run_1/route_heat.png
(4 px per um) The die is cut into 20 by 20 equal tiles; black is low, pale yellow is high, scaled to the fullest tile. Values are wire area over tile area, all layers added.
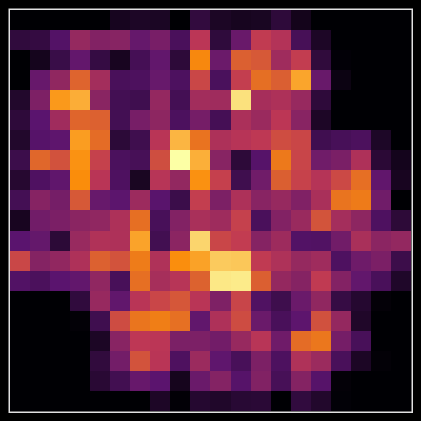
run_1/m3.png
(4 px per um)
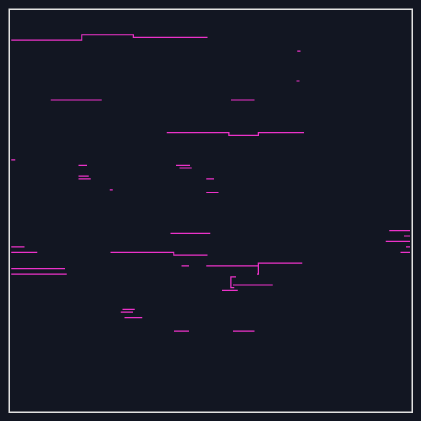
run_1/ff_map.png
(4 px per um) Other sequential cells in the stronger grey, the rest of the logic in the fainter grey.
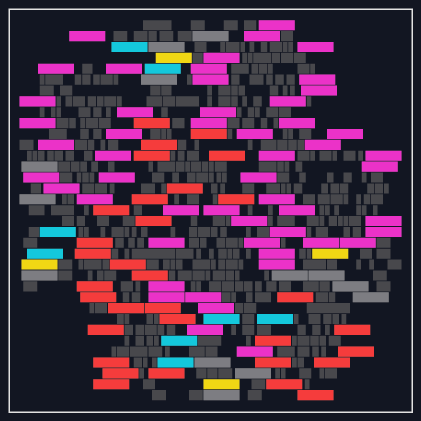
### config.mk
export PLATFORM = sky130hd
export DESIGN_NAME = debounce_bank
export DESIGN_NICKNAME = d
export VERILOG_FILES = /design/src/rtl/debounce_pkg.sv /design/src/rtl/debounce_bank_channel.sv /design/src/rtl/debounce_bank.sv
export SDC_FILE = /design/constraint.sdc
export NUM_CORES = 1
export LEC_CHECK = 0
export CAP_MARGIN = 20
export CORE_MARGIN = 2
export CORE_UTILIZATION = 55
export CTS_BUF_LIST = sky130_fd_sc_hd__clkbuf_2
export CTS_CLUSTER_SIZE = 12
export DETAILED_ROUTE_END_ITERATION = 12
export PLACE_DENSITY = 0.76
export SYNTH_ARGS = -nofsm -noshare
export SYNTH_HDL_FRONTEND = slang
export SYNTH_SLANG_ARGS = --single-unit
### constraint.sdc
create_clock -name clk -period 3.5 [get_ports clk]
set_input_delay 0.525 -clock clk [delete_from_list [all_inputs] [get_ports clk]]
set_output_delay 0.525 -clock clk [all_outputs]
set_load 0.01 [all_outputs]
### src/rtl/debounce_pkg.sv
// Shared constants and helpers for the debounce_bank button conditioner.
// Holds the counter width function, the released level and parameter floors.
package debounce_pkg;

  // Level a channel rests at after reset: not pressed.
  localparam logic RELEASED = 1'b0;

  // Smallest legal values for the bank parameters.
  localparam int MIN_COUNTER_MAX = 2;
  localparam int MIN_SYNC_STAGES = 2;
  localparam int MIN_HOLD_MAX    = 1;

  // Bits needed to hold the values 0 .. value-1 (never less than 1).
  function automatic int clog2(input int value);
    int w;
    int v;
    w = 0;
    v = value - 1;
    while (v > 0) begin
      w++;
      v = v >> 1;
    end
    return (w < 1) ? 1 : w;
  endfunction

endpackage

### src/rtl/debounce_bank_channel.sv
// One debounce channel: input synchroniser, stable-time filter, hold timer.
// Ports: clk, rst (async, active-high), noisy_i (raw input), clean_o (level),
// rise_o / fall_o / long_o (1-cycle pulses), event_o (rise or fall next edge).
module debounce_channel
  import debounce_pkg::*;
#(
  parameter int COUNTER_MAX = 128,
  parameter int SYNC_STAGES = 2,
  parameter int HOLD_MAX    = 4096,
  parameter int ACTIVE_LOW  = 0
) (
  input  logic clk,
  input  logic rst,
  input  logic noisy_i,
  output logic clean_o,
  output logic rise_o,
  output logic fall_o,
  output logic long_o,
  output logic event_o
);

  localparam int CW = clog2(COUNTER_MAX + 1);
  localparam int HW = clog2(HOLD_MAX + 1);

  localparam logic [CW-1:0] CNT_LAST  = CW'(COUNTER_MAX - 1);
  localparam logic [HW-1:0] HOLD_LAST = HW'(HOLD_MAX - 1);
  localparam logic [HW-1:0] HOLD_SAT  = HW'(HOLD_MAX);
  localparam logic          POL       = (ACTIVE_LOW != 0);

  logic [SYNC_STAGES-1:0] sync_q;
  logic [SYNC_STAGES-1:0] sync_d;
  logic [CW-1:0]          cnt_q;
  logic [CW-1:0]          cnt_d;
  logic [HW-1:0]          hold_q;
  logic [HW-1:0]          hold_d;
  logic                   clean_q;
  logic                   clean_d;
  logic                   rise_q;
  logic                   rise_d;
  logic                   fall_q;
  logic                   fall_d;
  logic                   long_q;
  logic                   long_d;

  logic s;
  logic differ;
  logic expire;

  // Polarity is folded in before the first flop so that the whole
  // chain, and everything after it, works in "1 = pressed" terms.
  assign sync_d = {sync_q[SYNC_STAGES-2:0], noisy_i ^ POL};
  assign s      = sync_q[SYNC_STAGES-1];

  assign differ = (s != clean_q);
  assign expire = differ && (cnt_q == CNT_LAST);

  // Stable-time filter: any cycle that agrees with the clean level
  // throws away the partial count.
  always_comb begin
    cnt_d   = cnt_q;
    clean_d = clean_q;
    if (!differ || expire) begin
      cnt_d = '0;
    end else begin
      cnt_d = cnt_q + CW'(1);
    end
    if (expire) begin
      clean_d = s;
    end
  end

  always_comb begin
    rise_d = 1'b0;
    fall_d = 1'b0;
    if (expire) begin
      rise_d = s;
      fall_d = !s;
    end
  end

  // Hold timer saturates so a long press fires exactly once; a release
  // landing on the same edge as the would-be long press suppresses it.
  always_comb begin
    hold_d = hold_q;
    long_d = 1'b0;
    if (!clean_q || fall_d) begin
      hold_d = '0;
    end else if (hold_q != HOLD_SAT) begin
      hold_d = hold_q + HW'(1);
    end
    if (clean_q && !fall_d && (hold_q == HOLD_LAST)) begin
      long_d = 1'b1;
    end
  end

  always_ff @(posedge clk or posedge rst) begin
    if (rst) begin
      sync_q  <= {SYNC_STAGES{RELEASED}};
      cnt_q   <= '0;
      hold_q  <= '0;
      clean_q <= RELEASED;
      rise_q  <= 1'b0;
      fall_q  <= 1'b0;
      long_q  <= 1'b0;
    end else begin
      sync_q  <= sync_d;
      cnt_q   <= cnt_d;
      hold_q  <= hold_d;
      clean_q <= clean_d;
      rise_q  <= rise_d;
      fall_q  <= fall_d;
      long_q  <= long_d;
    end
  end

  assign clean_o = clean_q;
  assign rise_o  = rise_q;
  assign fall_o  = fall_q;
  assign long_o  = long_q;
  assign event_o = rise_d | fall_d;

endmodule

### src/rtl/debounce_bank.sv
// Multi-channel button conditioner: N_CH independent debounce channels.
// Ports: clk, rst (async, active-high), noisy_in[N_CH] raw buttons;
// clean_out, rise_pulse, fall_pulse, long_pulse per channel; any_event.
module debounce_bank
  import debounce_pkg::*;
#(
  parameter int N_CH        = 4,
  parameter int COUNTER_MAX = 128,
  parameter int SYNC_STAGES = 2,
  parameter int HOLD_MAX    = 4096,
  parameter int ACTIVE_LOW  = 0
) (
  input  logic            clk,
  input  logic            rst,
  input  logic [N_CH-1:0] noisy_in,
  output logic [N_CH-1:0] clean_out,
  output logic [N_CH-1:0] rise_pulse,
  output logic [N_CH-1:0] fall_pulse,
  output logic [N_CH-1:0] long_pulse,
  output logic            any_event
);

  if (COUNTER_MAX < MIN_COUNTER_MAX) begin : g_bad_counter_max
    $error("debounce_bank: COUNTER_MAX must be at least 2");
  end
  if (SYNC_STAGES < MIN_SYNC_STAGES) begin : g_bad_sync_stages
    $error("debounce_bank: SYNC_STAGES must be at least 2");
  end
  if (HOLD_MAX < MIN_HOLD_MAX) begin : g_bad_hold_max
    $error("debounce_bank: HOLD_MAX must be at least 1");
  end

  logic [N_CH-1:0] evt_w;
  logic            any_q;
  logic            any_d;

  for (genvar g = 0; g < N_CH; g++) begin : g_ch
    debounce_channel #(
      .COUNTER_MAX (COUNTER_MAX),
      .SYNC_STAGES (SYNC_STAGES),
      .HOLD_MAX    (HOLD_MAX),
      .ACTIVE_LOW  (ACTIVE_LOW)
    ) u_ch (
      .clk     (clk),
      .rst     (rst),
      .noisy_i (noisy_in[g]),
      .clean_o (clean_out[g]),
      .rise_o  (rise_pulse[g]),
      .fall_o  (fall_pulse[g]),
      .long_o  (long_pulse[g]),
      .event_o (evt_w[g])
    );
  end

  // Built from the channels' next-state events so that it lands in
  // the same cycle as the pulses it summarises.
  assign any_d = |evt_w;

  always_ff @(posedge clk or posedge rst) begin
    if (rst) begin
      any_q <= 1'b0;
    end else begin
      any_q <= any_d;
    end
  end

  assign any_event = any_q;

endmodule

==> job_summary.md, run 1 <==
## Implementation flow summary

| Metric | Value |
|---|---|
| Longest Clk Path Bufs | `2` |
| Internal power | `1.548 mW` |
| GRT busiest layer | `met2` |
| Final Skew | `0.02748 ns` |
| Row count | `35` |
| Clock-cell share | `2.734%` |
| GRT met1 Usage | `22.45%` |
| R2r endpoint | `g_ch[3].u_ch.hold_q[9]$_DFFE_PP0P_` |
| DIE AREA | `10070 um^2` |
| Setup-failing EPs final | `0` |
| Total Neg Setup Slack | `0 ns` |
| Top-count cell post-synth | `dfrtp_1` |
| Largest register FFs | `52` |
| Ys async rst share | `100.0%` |
| Commonest flop | `dfrtp_1` |
| Met3 Routed Length | `271 um` |
| Largest stage delay, worst path | `0.58 ns` |
| # clk buffers | `9` |
| Die Y-Extent | `100.4 um` |
| Status | `finished, final reports clean` |
| Cell family with most CP delay | `buffers and inverters` |
| Top cells by count, synth | `dfrtp_1 (109), nor2_1 (82), xnor2_1 (45), nand3_1 (29), nand2_1 (26)` |
| Post-Route M1 WL | `3676 um` |
| Leak Pwr | `2.201 nW` |
| Post-synthesis cell count | `486` |
| Crit path DRT | `2.97 ns` |
| Detailed Routing Iterations Pass 1 | `4` |
| Die W | `100.4 um` |
| Clk root buf | `clkbuf_2` |
| Pwr dens | `371.9 nW/um^2` |
| Critical path's slowest cell | `clkdlybuf4s50_1` |
| Core area | `9109 um^2` |
| Clk network pwr share | `33.1%` |
| Hold depth | `1` |
| Max frequency | `449.1 MHz` |
| Worst-path fanout max | `6` |
| Fillers | `778` |
| Yosys stat area | `5107 um^2` |
| GRT met2 Usage | `29.69%` |
| Worst-path cell chain | `clkdlybuf4s50_1` |
| Detailed Route Iter0 Violations | `117` |
| Clk pin slew, worst setup/hold paths | `0.30 ns` |
| RSZ-0062 raised after global routing | `false` |
Back to the opening pictures, route_heat.png:
tiles over half the peak: 19%
mean over tiles: 0.12
nearly empty tiles: 20%
final wirelength: 7971 um
GRT Overall Usage: 17.58%
routed vias: 3345

Back to the opening pictures, m3.png:
longest straight run: 18.4 um
main direction: horizontal
wire length on this layer: 272 um
GR met3 Demand/Resource: 4.526%

Back to the opening pictures, ff_map.png:
| colour | name in the netlist | flops |
|---|---|---|
| magenta | g_ch.u_ch.hold_q | 52 |
| red | g_ch.u_ch.cnt_q | 32 |
| yellow | g_ch.u_ch.fall_o | 4 |
| cyan | g_ch.u_ch.sync_q | 8 |
final core utilization: 59.79%
Flop area: 2728 um^2

## run 1: stage by stage
| step | hold slack (ns) | setup WS (ns) | instances |
|---|---|---|---|
| 2_1_floorplan | 0.3312 | 0.1011 | 486 |
| 3_3_place_gp | 0.3353 | 1.694 | 595 |
| 3_5_place_dp | 0.3410 | 1.625 | 595 |
| 4_1_cts | 0.2824 | 1.212 | 611 |
| 5_1_grt | 0.2715 | 1.147 | 611 |
| 6_report | 0.3400 | 1.273 | 611 |
## run 1: power by group through the flow
stage	clock, mW	sequential (mW)	combinational (mW)
2_1_floorplan	0	1.31	0.0420
3_3_place_gp	0	1.31	0.0615
3_5_place_dp	0	1.31	0.0636
4_1_cts	0.699	1.29	0.0640
5_1_grt	0.747	1.30	0.0715
6_report	0.671	1.29	0.0611
run_1/clock_nets.png
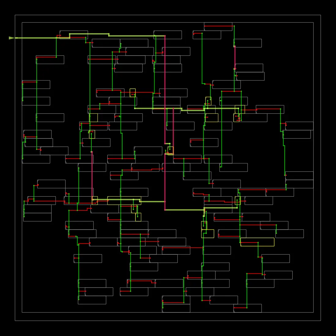

--- run 2 (diff from run 1) ---
- clock period: 3.5 -> 2 ns (I/O delays scaled with it)
run_2/clock_nets.png
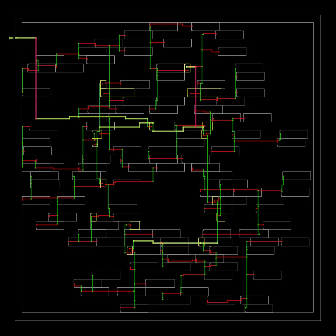
clock sink count: 109
Clock Power: 1.12 mW

==> job_summary.md, run 2 <==
## Implementation flow summary

| Metric | Value |
|---|---|
| Status | `finished, final reports clean` |
| Post-Place Setup Slack | `0.09616 ns (-1.528 ns)` |
| Longest Clk Path Bufs | `2 (unchanged)` |
| Final Skew | `0.03046 ns (+0.002985 ns)` |
| Worst-path fanout max | `6 (unchanged)` |
| Top cells by count, synth | `dfrtp_1 (109), nor2_1 (82), xnor2_1 (45), nand3_1 (29), nand2_1 (26)` |
| DIE AREA | `10070 um^2 (unchanged)` |
| Post-synthesis cell count | `486 (unchanged)` |
| Max frequency | `529.9 MHz` |
| Detailed Route Iter0 Violations | `139 (+19%)` |
| Flop area | `2733 um^2 (+0.18%)` |
| Yosys stat area | `5107 um^2 (unchanged)` |
| Post-Layout Cell Count | `623 (+2.0%)` |
| Die W | `100.4 um (unchanged)` |
| GRT met2 Usage | `30.56% (+0.88 points)` |
| Clock-cell share | `2.574% (-0.16 points)` |
| Worst-path cell chain | `clkdlybuf4s50_1` |
| Clk network pwr share | `32.1% (-1.0 points)` |
| Final core utilization | `61.37% (+1.6 points)` |
| Row count | `35 (unchanged)` |
| Largest stage delay, worst path | `0.55 ns (-0.03 ns)` |
| Largest register FFs | `52 (unchanged)` |
| Detailed Routing Iterations Pass 1 | `4 (unchanged)` |
| Crit path DRT | `1.70 ns (-1.27 ns)` |
| Die Y-Extent | `100.4 um (unchanged)` |
| R2r endpoint | `g_ch[1].u_ch.hold_q[12]$_DFFE_PP0P_` |
| Internal power | `2.704 mW (+75%)` |
| Placed insts | `598 (+0.50%)` |
| Final wirelength | `8274 um (+3.8%)` |
| Critical path's slowest cell | `clkdlybuf4s50_1` |
| Total Neg Setup Slack | `0 ns (unchanged)` |
| GRT busiest layer | `met2` |
| Top-count cell post-synth | `dfrtp_1` |
| Leak Pwr | `2.266 nW (+3.0%)` |
| Setup-failing EPs final | `0 (unchanged)` |
| Core area | `9109 um^2 (unchanged)` |
| Clk root buf | `clkbuf_2` |
| Fillers | `721 (-7.3%)` |
| Commonest flop | `dfrtp_1` |
| Hold depth | `1 (unchanged)` |
| # clk buffers | `9 (unchanged)` |
| Ys async rst share | `100.0% (unchanged)` |
| Final hold slack | `0.1465 ns (-0.1935 ns)` |
| Cell family with most CP delay | `buffers and inverters` |
| Final worst slack | `0.1128 ns (-1.160 ns)` |
[run 2: cell counts after synthesis]
Identical to the previous run, type by type.
[run 2: what timing repair did]
action / CTS / global route
setup endpoints to repair: 3 / 46
pin swaps: 0 / 3
resized: 3 / 1
endpoints found under the hold margin: 0 / 5
setup buffers: 0 / 8
gates cloned: 0 / 0
hold buffers: 0 / 1
[run 2: metal layers]
metal  wire [um]  vias to the layer above
li1            -                     1662
met1        3875                     1663
met3         168                        6
met5           0                        -
met4          61                        0
met2        4168                       35
[run 2: power groups by stage]
stage	Combinational, mW	Sequential (mW)	Clock, mW
after global placement	0.117	2.30	0
after detailed placement	0.121	2.30	0
final	0.119	2.26	1.12
after floorplan	0.0740	2.29	0
after CTS	0.123	2.26	1.16
after global routing	0.137	2.27	1.25
run_2/ff_map.png
(4 px per um) Other sequential cells in the stronger grey, the rest of the logic in the fainter grey.
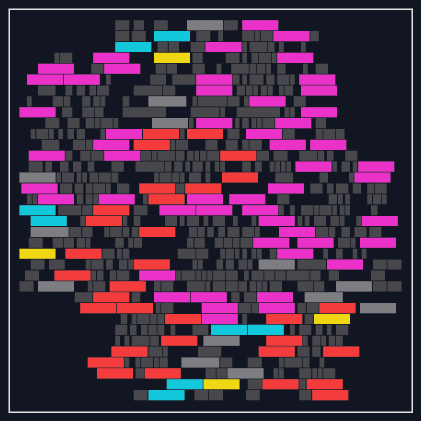

--- run 3 (diff from run 2) ---
- CELL_PAD_IN_SITES_DETAIL_PLACEMENT: unset -> 2
- CELL_PAD_IN_SITES_GLOBAL_PLACEMENT: unset -> 2
- CORE_UTILIZATION: 55 -> 38
- CTS_CLUSTER_DIAMETER: unset -> 50
- PLACE_DENSITY: 0.76 -> unset
- PLACE_DENSITY_LB_ADDON: unset -> 0.1
run_3/ff_map.png
(3 px per um) Other sequential cells in the stronger grey, the rest of the logic in the fainter grey.
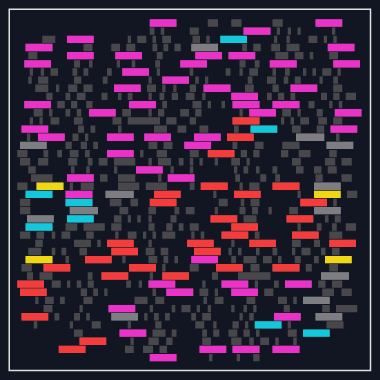
| colour | name in the netlist | flops |
|---|---|---|
| red | g_ch.u_ch.cnt_q | 32 |
| cyan | g_ch.u_ch.sync_q | 8 |
| yellow | g_ch.u_ch.fall_o | 4 |
| magenta | g_ch.u_ch.hold_q | 52 |
Flop area: 2733 um^2
fraction of area in registers: 47.88%
final core utilization: 43.27%
Seq. pwr: 2.27 mW

==> job_summary.md, run 3 <==
## Implementation flow summary

| Metric | Value |
|---|---|
| Placed insts | `668 (+12%)` |
| Worst min path class | `in -> reg` |
| Flip-flops with a built-in enable | `0` |
| Share of layout cells above drive strength 1 | `8.738%` |
| Largest register FFs | `52 (unchanged)` |
| Biggest area cells | `dfrtp_1 (53%), xnor2_1 (7.7%), nor2_1 (6.0%)` |
| FP Core Util | `38.72%` |
| Fraction of area in multi-input gates | `36.90%` |
| Comb power frac | `3.4%` |
| Post-synthesis sequential area ratio | `53.41%` |
| Crit path DRT | `1.70 ns (about the same)` |
| Ys flops | `109` |
| Multi-In Gates | `330` |
| Met3 Routed Length | `322 um (+92%)` |
| CP startpoint kind | `flip-flop` |
| Clock sink count | `109 (unchanged)` |
| Crit end category | `primary output` |
| Die W | `119.9 um (+19%)` |
| Post-CTS sizing | `4 (+1)` |
| Cell count listed in synth_stat.txt | `486` |
| ANT cells | `1` |
| Max frequency | `533.9 MHz (+0.76%)` |
| Pwr dens | `618.9 nW/um^2` |
| HPWL Detailed | `7597 um` |
| Tool warnings | `30` |
| Clock-cell share | `2.346% (-0.23 points)` |
| Ys async rst share | `100.0% (unchanged)` |
| Largest stage delay, worst path | `0.53 ns (-0.02 ns)` |
| Core area | `13190 um^2 (+45%)` |
| Post-Layout Cell Count | `692 (+11%)` |
| Commonest flop | `dfrtp_1` |
| Detailed Routing Iterations Pass 1 | `4 (unchanged)` |
| Total Neg Setup Slack | `0 ns (unchanged)` |
| WP buf/inv | `1` |
| Final wirelength | `10570 um (+28%)` |
| Clock Power | `1.14 mW (about the same)` |
| DRC viols | `0` |
| Post-synthesis cell count | `486 (unchanged)` |
| # clk buffers | `9 (unchanged)` |
| Status | `finished, final reports clean` |
| Placed Area | `5478 um^2` |
| Critical path's slowest cell | `clkdlybuf4s50_1` |
| Fillers | `1396 (+94%)` |
| Routed vias | `3475` |
| Row count | `42 (+20%)` |
| Top cells by count, synth | `dfrtp_1 (109), nor2_1 (82), xnor2_1 (45), nand3_1 (29), nand2_1 (26)` |
| Top power group | `sequential cells` |
| Worst-path cell chain | `clkdlybuf4s50_1` |
| Die Y-Extent | `119.9 um (+19%)` |
| Clk root buf | `clkbuf_2` |
| Biggest register | `g_ch.u_ch.hold_q` |
| Post-CTS Hold Fix Bufs | `1 (+1)` |
| GRT busiest layer | `met2` |
| Number of setup buffers added after CTS | `4 (+4)` |
| Setup-failing EPs final | `0 (unchanged)` |
| Highest metal used | `met4` |
| Worst setup startpoint | `g_ch[2].u_ch.clean_o$_DFFE_PP0P_` |
| Leak Pwr | `2.340 nW (+3.3%)` |
| Post-Place Setup Slack | `0.1225 ns (+0.02634 ns)` |
| Internal power | `2.693 mW (-0.39%)` |
| DR WL met2 | `5294 um (+27%)` |
| Sw power | `838.4 uW` |
| Synthesis warning total | `0` |
| Longest Clk Path Bufs | `2 (unchanged)` |
| DIE AREA | `14380 um^2 (+43%)` |
| Final Skew | `0.02359 ns (-0.006871 ns)` |
| R2r endpoint | `g_ch[0].u_ch.hold_q[2]$_DFFE_PP0P_` |
| Yosys stat area | `5107 um^2 (unchanged)` |
| Detailed Route Iter0 Violations | `79 (-43%)` |
| Comb pwr | `122 uW (about the same)` |
| Post-Route M1 WL | `4837 um (+25%)` |
| Final hold slack | `0.09069 ns (-0.05581 ns)` |
| Clk network pwr share | `32.4% (+0.3 points)` |
| Total power | `3.532 mW` |
| GRT met2 Usage | `27.66% (-2.9 points)` |
| Final worst slack | `0.1271 ns (+0.01424 ns)` |
| Cell family with most CP delay | `buffers and inverters` |
| First-pass GRT wire length | `18710 um` |
| Worst-path fanout max | `2 (-4)` |
| GR met3 Demand/Resource | `4.658%` |
| Top-count cell post-synth | `dfrtp_1` |
run 3: worst min path at each step:
stage | startpoint | cells past startpoint | endpoint
after floorplan | g_ch[0].u_ch.sync_q[0]$_DFF_PP0_ | 0 | g_ch[0].u_ch.sync_q[1]$_DFF_PP0_
after CTS | noisy_in[3] | 1 | g_ch[3].u_ch.sync_q[0]$_DFF_PP0_
after global routing | noisy_in[3] | 1 | g_ch[3].u_ch.sync_q[0]$_DFF_PP0_
final | noisy_in[0] | 1 | g_ch[0].u_ch.sync_q[0]$_DFF_PP0_
after global placement | g_ch[1].u_ch.sync_q[0]$_DFF_PP0_ | 0 | g_ch[1].u_ch.sync_q[1]$_DFF_PP0_
after detailed placement | g_ch[0].u_ch.sync_q[0]$_DFF_PP0_ | 0 | g_ch[0].u_ch.sync_q[1]$_DFF_PP0_
Power is estimated from default activity; no workload was simulated.
